--- config.mk ---
export PLATFORM = sky130hd
export DESIGN_NAME = mux_rr_stream
export DESIGN_NICKNAME = d
export VERILOG_FILES = /design/src/rtl/mux_pkg.sv /design/src/rtl/rr_arbiter.sv /design/src/rtl/mux_rr_stream.sv
export SDC_FILE = /design/constraint.sdc
export NUM_CORES = 1
export LEC_CHECK = 0
export ABC_CLOCK_PERIOD_IN_PS = 2780
export CAP_MARGIN = 20
export CORE_MARGIN = 3
export CORE_UTILIZATION = 34
export DETAILED_ROUTE_END_ITERATION = 8
export PLACE_DENSITY_LB_ADDON = 0.15
export SKIP_CTS_REPAIR_TIMING = 1
export SLEW_MARGIN = 20
export SYNTH_ARGS = -nofsm -noshare
export SYNTH_HDL_FRONTEND = slang
export SYNTH_SLANG_ARGS = --single-unit
--- constraint.sdc ---
create_clock -name clk -period 2.78 [get_ports clk]
set_input_delay 0.417 -clock clk [delete_from_list [all_inputs] [get_ports clk]]
set_output_delay 0.417 -clock clk [all_outputs]
set_load 0.05 [all_outputs]
--- src/rtl/mux_pkg.sv ---
// Shared definitions for the round-robin stream multiplexer.
package mux_pkg;

  // Encodings of the mode input.
  localparam logic MODE_STATIC = 1'b0;
  localparam logic MODE_RR     = 1'b1;

  // Low bit of channel idx inside a packed bus of width-bit channels.
  function automatic int slice_lo(input int idx, input int width);
    return idx * width;
  endfunction

endpackage

--- src/rtl/rr_arbiter.sv ---
// Round-robin arbiter built as a double-width masked priority encoder.
//
// The lower copy of the request vector keeps only the channels above
// last_grant. The upper copy is unmasked. The lowest set bit of the
// concatenation is therefore the first requester after last_grant, wrapping
// round to channel 0.
module rr_arbiter #(
  parameter int NUM_INPUTS = 4,
  parameter int SEL_W      = $clog2(NUM_INPUTS)
) (
  input  logic [NUM_INPUTS-1:0] req,
  input  logic [SEL_W-1:0]      last_grant,
  input  logic                  enable,
  output logic [NUM_INPUTS-1:0] grant_onehot,
  output logic [SEL_W-1:0]      grant_idx,
  output logic                  any_req
);

  logic [NUM_INPUTS-1:0]   mask;
  logic [2*NUM_INPUTS-1:0] req_dbl;
  logic                    found;

  // Build the mask that keeps only the channels strictly above last_grant.
  always_comb begin
    for (int i = 0; i < NUM_INPUTS; i++) begin
      mask[i] = (i > int'(last_grant));
    end
  end

  assign req_dbl = {req, req & mask};
  assign any_req = |req;

  // Priority-encode the lowest set bit and fold it back into channel range.
  // NOTE: every output of a combinational block gets a default before any branch, so no path can infer a latch.
  always_comb begin
    grant_idx = '0;
    found     = 1'b0;
    for (int i = 0; i < 2 * NUM_INPUTS; i++) begin
      if (!found && req_dbl[i]) begin
        grant_idx = SEL_W'(i % NUM_INPUTS);
        found     = 1'b1;
      end
    end
  end

  // The one-hot grant is only issued when the arbiter is in use and something is requesting.
  always_comb begin
    grant_onehot = '0;
    if (enable && any_req) begin
      grant_onehot = NUM_INPUTS'(1) << grant_idx;
    end
  end

endmodule

--- src/rtl/mux_rr_stream.sv ---
// N:1 valid/ready stream multiplexer with a registered output stage.
// The channel is chosen by an external select (static mode) or by a fair
// round-robin arbiter (round-robin mode).
module mux_rr_stream
  import mux_pkg::*;
#(
  parameter int NUM_INPUTS = 4,
  parameter int DATA_W     = 8,
  parameter int SEL_W      = $clog2(NUM_INPUTS)
) (
  input  logic                         clk,
  input  logic                         rst_n,
  input  logic                         mode,
  input  logic [SEL_W-1:0]             select,
  input  logic [NUM_INPUTS*DATA_W-1:0] inp_data,
  input  logic [NUM_INPUTS-1:0]        inp_valid,
  output logic [NUM_INPUTS-1:0]        inp_ready,
  output logic [DATA_W-1:0]            out_data,
  output logic                         out_valid,
  input  logic                         out_ready,
  output logic [SEL_W-1:0]             out_sel
);

  logic [SEL_W-1:0]      last_grant;
  logic [SEL_W-1:0]      rr_idx;
  logic [SEL_W-1:0]      grant_idx;
  logic [NUM_INPUTS-1:0] rr_onehot;
  logic                  any_req;
  logic                  accept;
  logic                  xfer;
  logic [DATA_W-1:0]     tree [SEL_W+1][NUM_INPUTS];
  logic [DATA_W-1:0]     sel_data;

  rr_arbiter #(
    .NUM_INPUTS (NUM_INPUTS),
    .SEL_W      (SEL_W)
  ) u_arb (
    .req          (inp_valid),
    .last_grant   (last_grant),
    .enable       (mode == MODE_RR),
    .grant_onehot (rr_onehot),
    .grant_idx    (rr_idx),
    .any_req      (any_req)
  );

  // The output register can take a new word when it is empty or being drained this cycle.
  assign accept = !out_valid || out_ready;

  // Choose the granted channel and raise its ready. At most one ready bit is high.
  always_comb begin
    grant_idx = select;
    inp_ready = '0;
    if (mode == MODE_RR) begin
      grant_idx = rr_idx;
      if (accept) inp_ready = rr_onehot;
    end else if (accept) begin
      inp_ready = NUM_INPUTS'(1) << select;
    end
  end

  assign xfer = |(inp_valid & inp_ready);

  // Binary tree of 2:1 selections. Address bit l steers level l.
  always_comb begin
    for (int l = 0; l <= SEL_W; l++) begin
      for (int j = 0; j < NUM_INPUTS; j++) begin
        tree[l][j] = '0;
      end
    end
    for (int j = 0; j < NUM_INPUTS; j++) begin
      tree[0][j] = inp_data[slice_lo(j, DATA_W) +: DATA_W];
    end
    for (int l = 0; l < SEL_W; l++) begin
      for (int j = 0; j < (NUM_INPUTS >> (l + 1)); j++) begin
        tree[l+1][j] = grant_idx[l] ? tree[l][2*j+1] : tree[l][2*j];
      end
    end
  end

  assign sel_data = tree[SEL_W][0];

  // Output register and round-robin pointer. The pointer only moves on round-robin transfers.
  // NOTE: sequential state uses non-blocking assignments so every register samples pre-edge values.
  always_ff @(posedge clk or negedge rst_n) begin
    if (!rst_n) begin
      out_valid  <= 1'b0;
      out_data   <= '0;
      out_sel    <= '0;
      last_grant <= SEL_W'(NUM_INPUTS - 1);
    end else if (xfer) begin
      out_valid <= 1'b1;
      out_data  <= sel_data;
      out_sel   <= grant_idx;
      if (mode == MODE_RR) last_grant <= grant_idx;
    end else if (out_ready) begin
      out_valid <= 1'b0;
    end
  end

endmodule

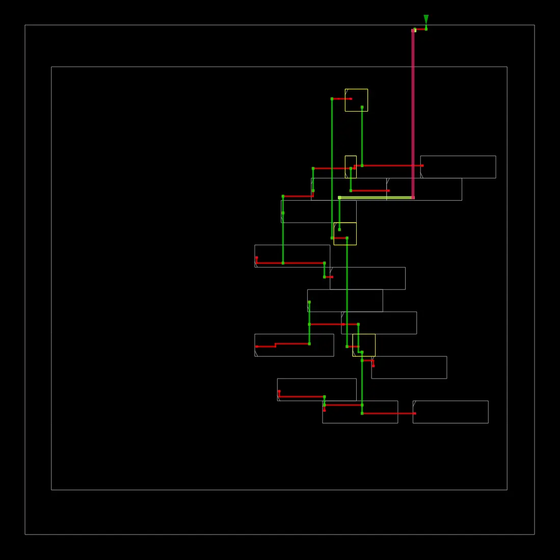
run_1/clock_nets.png
CTS sink cnt: 13
layout clock buffer count: 4
FFs & Latches: 13
Clock Skew: 0.00327 ns
clock group total power: 0.000115 W

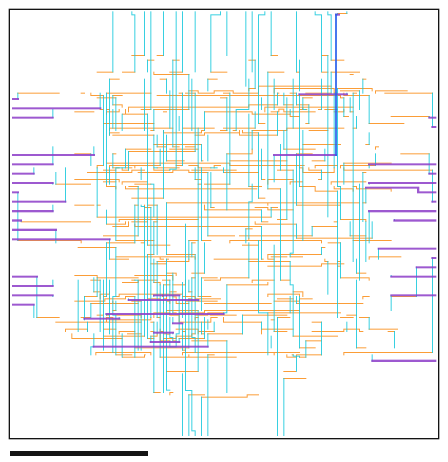
run_1/layers.png
Scale bar: 20 um.
Key: purple = M3 [wire length 257 um]; orange = M1 [wire length 1360 um]; cyan = M2 [wire length 1460 um]; blue = M4 [wire length 20.4 um]
gr usage total: 15.5%
routed wire length: 3.10 mm
wire per inst: 14.6 um

==> run notes, run 1 <==
flow finished, numbers: TritonCTS clock tree=built, # Cells Yosys=116, DR DRC count=0, Critical Path End=inp_ready[2], Pins Over Slew Limit=0, Reg2Reg Setup Slack=0.88 ns, area of placed instances=0.00170 mm2, post-synthesis sequential area ratio=30.5%, Met2 Wirelength=1.46 mm, ANT nets after route=0, hold crit path type=input port to asynchronous set/reset pin, Yosys reg bits=13, sequential cell area=328 um2, yosys stat area=0.00107 mm2, Bufs and invs on worst path=2, sequential share of power=27.3%, Final non-clock buffer share=36.1%, met1 Track Usage GR=19.8%, Die Ht=62.2 um, Largest Register=out_data, Non-CTS inverters=1, chip area=0.00387 mm2, clk_lat worst skew=0.27 ns, Reg2Reg Capture Point=out_data[6], Clock-cell share=1.52%, Highest Signal Layer=met4, total CTS buffers=3, H-tree Lvls=1, status=completed, met2 usage=25.9%, mux share of post-synthesis cell area=1.86%, n_diodes=0, DP Worst Slack=0.242 ns, Final Critical Period=2.59 ns, Max-slew headroom=63.6%, WP depth=6, Adder Share, Synth=0%, CP top delay family=AND-OR/OR-AND gates, Final Power=0.00105 W, dpl cells=208, proportion of cell area occupied by registers=19.0%, wire length on met1=1.36 mm, tightest hold margin=0.485 ns, Register-to-Register Path Depth=5, clk slew on worst S/H paths=0.08 ns, switching power=0.000481 W, final setup margin=0.185 ns, arrival time at the worst endpoint=2.18 ns, critical path class=input port to output pin, Core ar.=0.00288 mm2, PortBufs=56, CP max stage delay=0.59 ns, Top Consumer=combinational logic, worst r2r src=last_grant[1], combinational cell power=0.000648 W, WL met3=256 um, tool warnings=26, Pre-Place Util=37.4%, Slowest cell on crit path=o41ai_1, Final Cell Area=0.00173 mm2, worst path cell trace=clkdlybuf4s50_1 -> o41ai_1 -> nor2_1 -> nand2_1 -> o32ai_1 -> buf_12, fin crit share=93.3%, number of flip-flops in the largest register=8, tap cells=42, # setup viols final=0, Filler cells=256
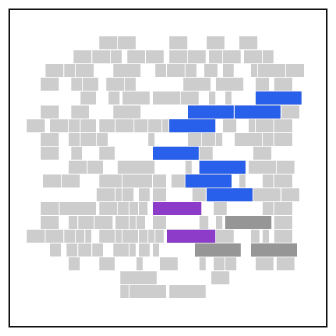
run_1/ff_map.png
Key: purple = last_grant [placed flops 2]; blue = out_data [placed flops 8]
Another 3 sequential cells are not colored.
final core utilization: 60.0%
P_seq: 0.000286 W

==> run 1: cells in the mapped netlist (all sizes together) <==
master	number	area, um2
dfrtp	11	275
o311ai	1	8.76
a31o	1	8.76
o21ai	8	40.0
dfstp	2	52.6
o32ai	2	17.5
nand2	15	58.8
buf	6	38.8
nor2	4	15.0
a21bo	1	16.3
o41ai	1	8.76
and2	16	100
nor3	1	5.00
o221a	1	20.0
a21oi	1	5.00
a221oi	16	203
o21a	1	7.51
o22ai	1	6.26
nand2b	5	31.3
a21o	1	7.51
nor2b	3	18.8
o31a	1	8.76
or4	1	7.51
inv	1	3.75
clkbuf	3	11.3
or2	1	6.26
a31oi	1	12.5
o31ai	8	60.1
mux2i	2	20.0
## Run 2: what changed since run 1
--- a/config.mk
+++ b/config.mk
@@ -5,7 +5,7 @@
 export SDC_FILE = /design/constraint.sdc
 export NUM_CORES = 1
 export LEC_CHECK = 0
-export ABC_CLOCK_PERIOD_IN_PS = 2780
+export ABC_CLOCK_PERIOD_IN_PS = 2900
 export CAP_MARGIN = 20
 export CORE_MARGIN = 3
 export CORE_UTILIZATION = 34
==> constraint.sdc (replaced) <==
create_clock -name clk -period 2.9 [get_ports clk]
set_input_delay 0.435 -clock clk [delete_from_list [all_inputs] [get_ports clk]]
set_output_delay 0.435 -clock clk [all_outputs]
set_load 0.05 [all_outputs]
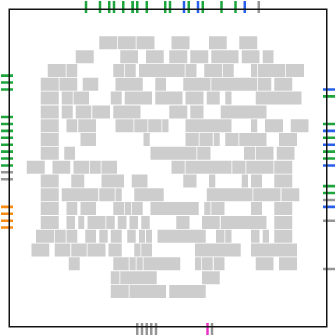
run_2/pinout.png
Pins as bars across the die edge, other pins in gray.
Key: blue = out_data [pins 8, direction output, edge 5 right, 3 top]; orange = inp_valid [pins 4, direction input, edge left]; green = inp_data [pins 32, direction input, edge 14 top, 11 left, 7 right]; magenta = out_ready [pins 1, direction input, edge bottom]
All pins by edge: 18 top, 17 left, 15 right, 7 bottom.
Die Ht: 62.2 um
Die W: 62.2 um
PortBufs: 56

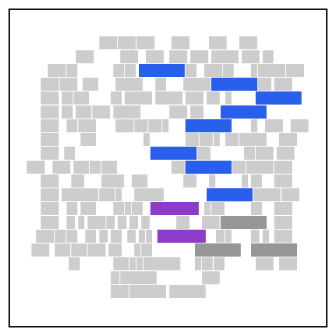
run_2/ff_map.png
Key: purple = last_grant [placed flops 2]; blue = out_data [placed flops 8]
P_seq: 0.000273 W
sequential cell area: 328 um2
proportion of cell area occupied by registers: 19.1%
final core utilization: 59.8%

==> run 2 against run 1 <==
Effect of this change: sequential share of layout area increased by 0.083 points; synthesized cell count unchanged; final cell count down 0.47%; largest power group unchanged.
==> run notes, run 2 <==
flow finished, numbers: status=completed, n_diodes=0 (unchanged), routed wire length=3.10 mm (+0.13%), main area contributors after synthesis=dfrtp_1 (26%), a221oi_2 (14%), and2_1 (9.3%), Reg2Reg Capture Point=out_data[1], Final Power=0.00100 W (-4.3%), worst path cell trace=clkdlybuf4s50_1 -> o41ai_1 -> nor2_1 -> nand2_1 -> o32ai_1 -> buf_12, met1 Track Usage GR=23.6% (+3.8 points), H-tree Lvls=1 (unchanged), Synth top area share=25.6% (unchanged), Core ar.=0.00288 mm2 (unchanged), CTS sink cnt=13 (unchanged), Final Critical Period=2.64 ns, Post-DP HPWL=2.48 mm, # Cells Yosys=116 (unchanged), largest area contributor in the netlist=dfrtp_1, Post-synth EDFFs=0 (unchanged), worst r2r src=last_grant[0], WL met3=262 um (+2.3%), gr usage total=16.3% (+0.76 points), yosys stat area=0.00107 mm2 (unchanged), Pins Over Slew Limit=0 (unchanged), tool warnings=26 (unchanged), DP Worst Slack=0.317 ns (+0.0750 ns), Largest Register=out_data, Register-to-Register Path Depth=5 (unchanged), fin crit share=91.0%, DR DRC count=0 (unchanged), arrival time at the worst endpoint=2.21 ns (+0.03 ns), wire length on met1=1.43 mm (+4.7%), CP max stage delay=0.59 ns (about the same), post-synthesis sequential area ratio=30.5% (unchanged), sequential share of power=27.2% (about the same), critical path class=input port to output pin, Yosys reg bits=13 (unchanged), Synth Flop Type=dfrtp_1, # setup viols final=0 (unchanged), Pre-Place Util=37.4% (unchanged), switching power=0.000462 W (-4.1%), Int Pwr=0.000542 W, clk slew on worst S/H paths=0.07 ns (about the same), number of flip-flops in the largest register=8 (unchanged), wire per inst=14.7 um (+0.60%), Critical Path End=inp_ready[2], cells after synthesis=116, Reg2Reg Setup Slack=0.92 ns (+0.04 ns), CP required=2.47 ns, Slowest cell on crit path=o41ai_1, Commonest cells post-synth=and2_1 (16), nand2_1 (14), dfrtp_1 (11), Yosys top cell by instances=and2_1, Clock Skew=0.00335 ns (+0.0000837 ns), met2 usage=24.5% (-1.5 points), dominant logic cell types in the final layout=clkdlybuf4s50_1 (52), and2_1 (16), nand2_1 (14), total CTS buffers=3 (unchanged), Met2 Wirelength=1.39 mm (-4.5%), Filler cells=298 (+16%), Highest Signal Layer=met4, dpl cells=207 (-0.48%), final setup margin=0.260 ns (+0.0747 ns), most instantiated logic cell after routing=clkdlybuf4s50_1, Max-slew headroom=61.6% (-2.1 points), TritonCTS clock tree=built
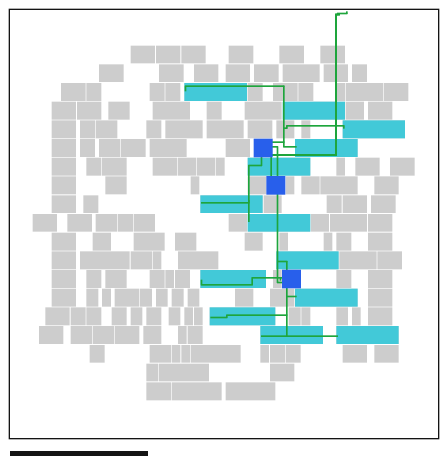
run_2/clock_wires.png
Scale bar: 20 um.
Key: cyan = flip-flops [count 13]; green = clock wires [length 168 um]; blue = clock-net drivers [count 3]
There are 4 routed clock nets.
clock group total power: 0.000109 W
clk_lat worst skew: 0.27 ns

==> run 2: layout make-up <==
type	count	share of cell area, %
repair buffers	58	35.8
clock buffers	4	1.53
well taps	42	3.06
inverters	1	0.218
multi-input cells	93	40.3
flip-flops and latches	13	19.1
==> run 2: stage by stage <==
stage,hold WS (ns),cell area [um2]
after floorplan,0.139,1070
after global placement,0.460,1690
after global routing,0.519,1720
after detailed placement,0.475,1690
after CTS,0.492,1720
final,0.484,1720
==> run 2: logic make-up after synthesis <==
kind of cell	after synthesis	synth area share (%)
flops	13	30.5
buf+inv	10	5.01
compound gates	45	40.0
simple gates	46	22.6
mux	2	1.86
==> run 2: critical path: cells and delay by family <==
family          cells  cell delay (ns)
compound gates      2             0.73
buf+inv             2             0.70
simple gates        2             0.33
Power and IR drop assume default switching activity.
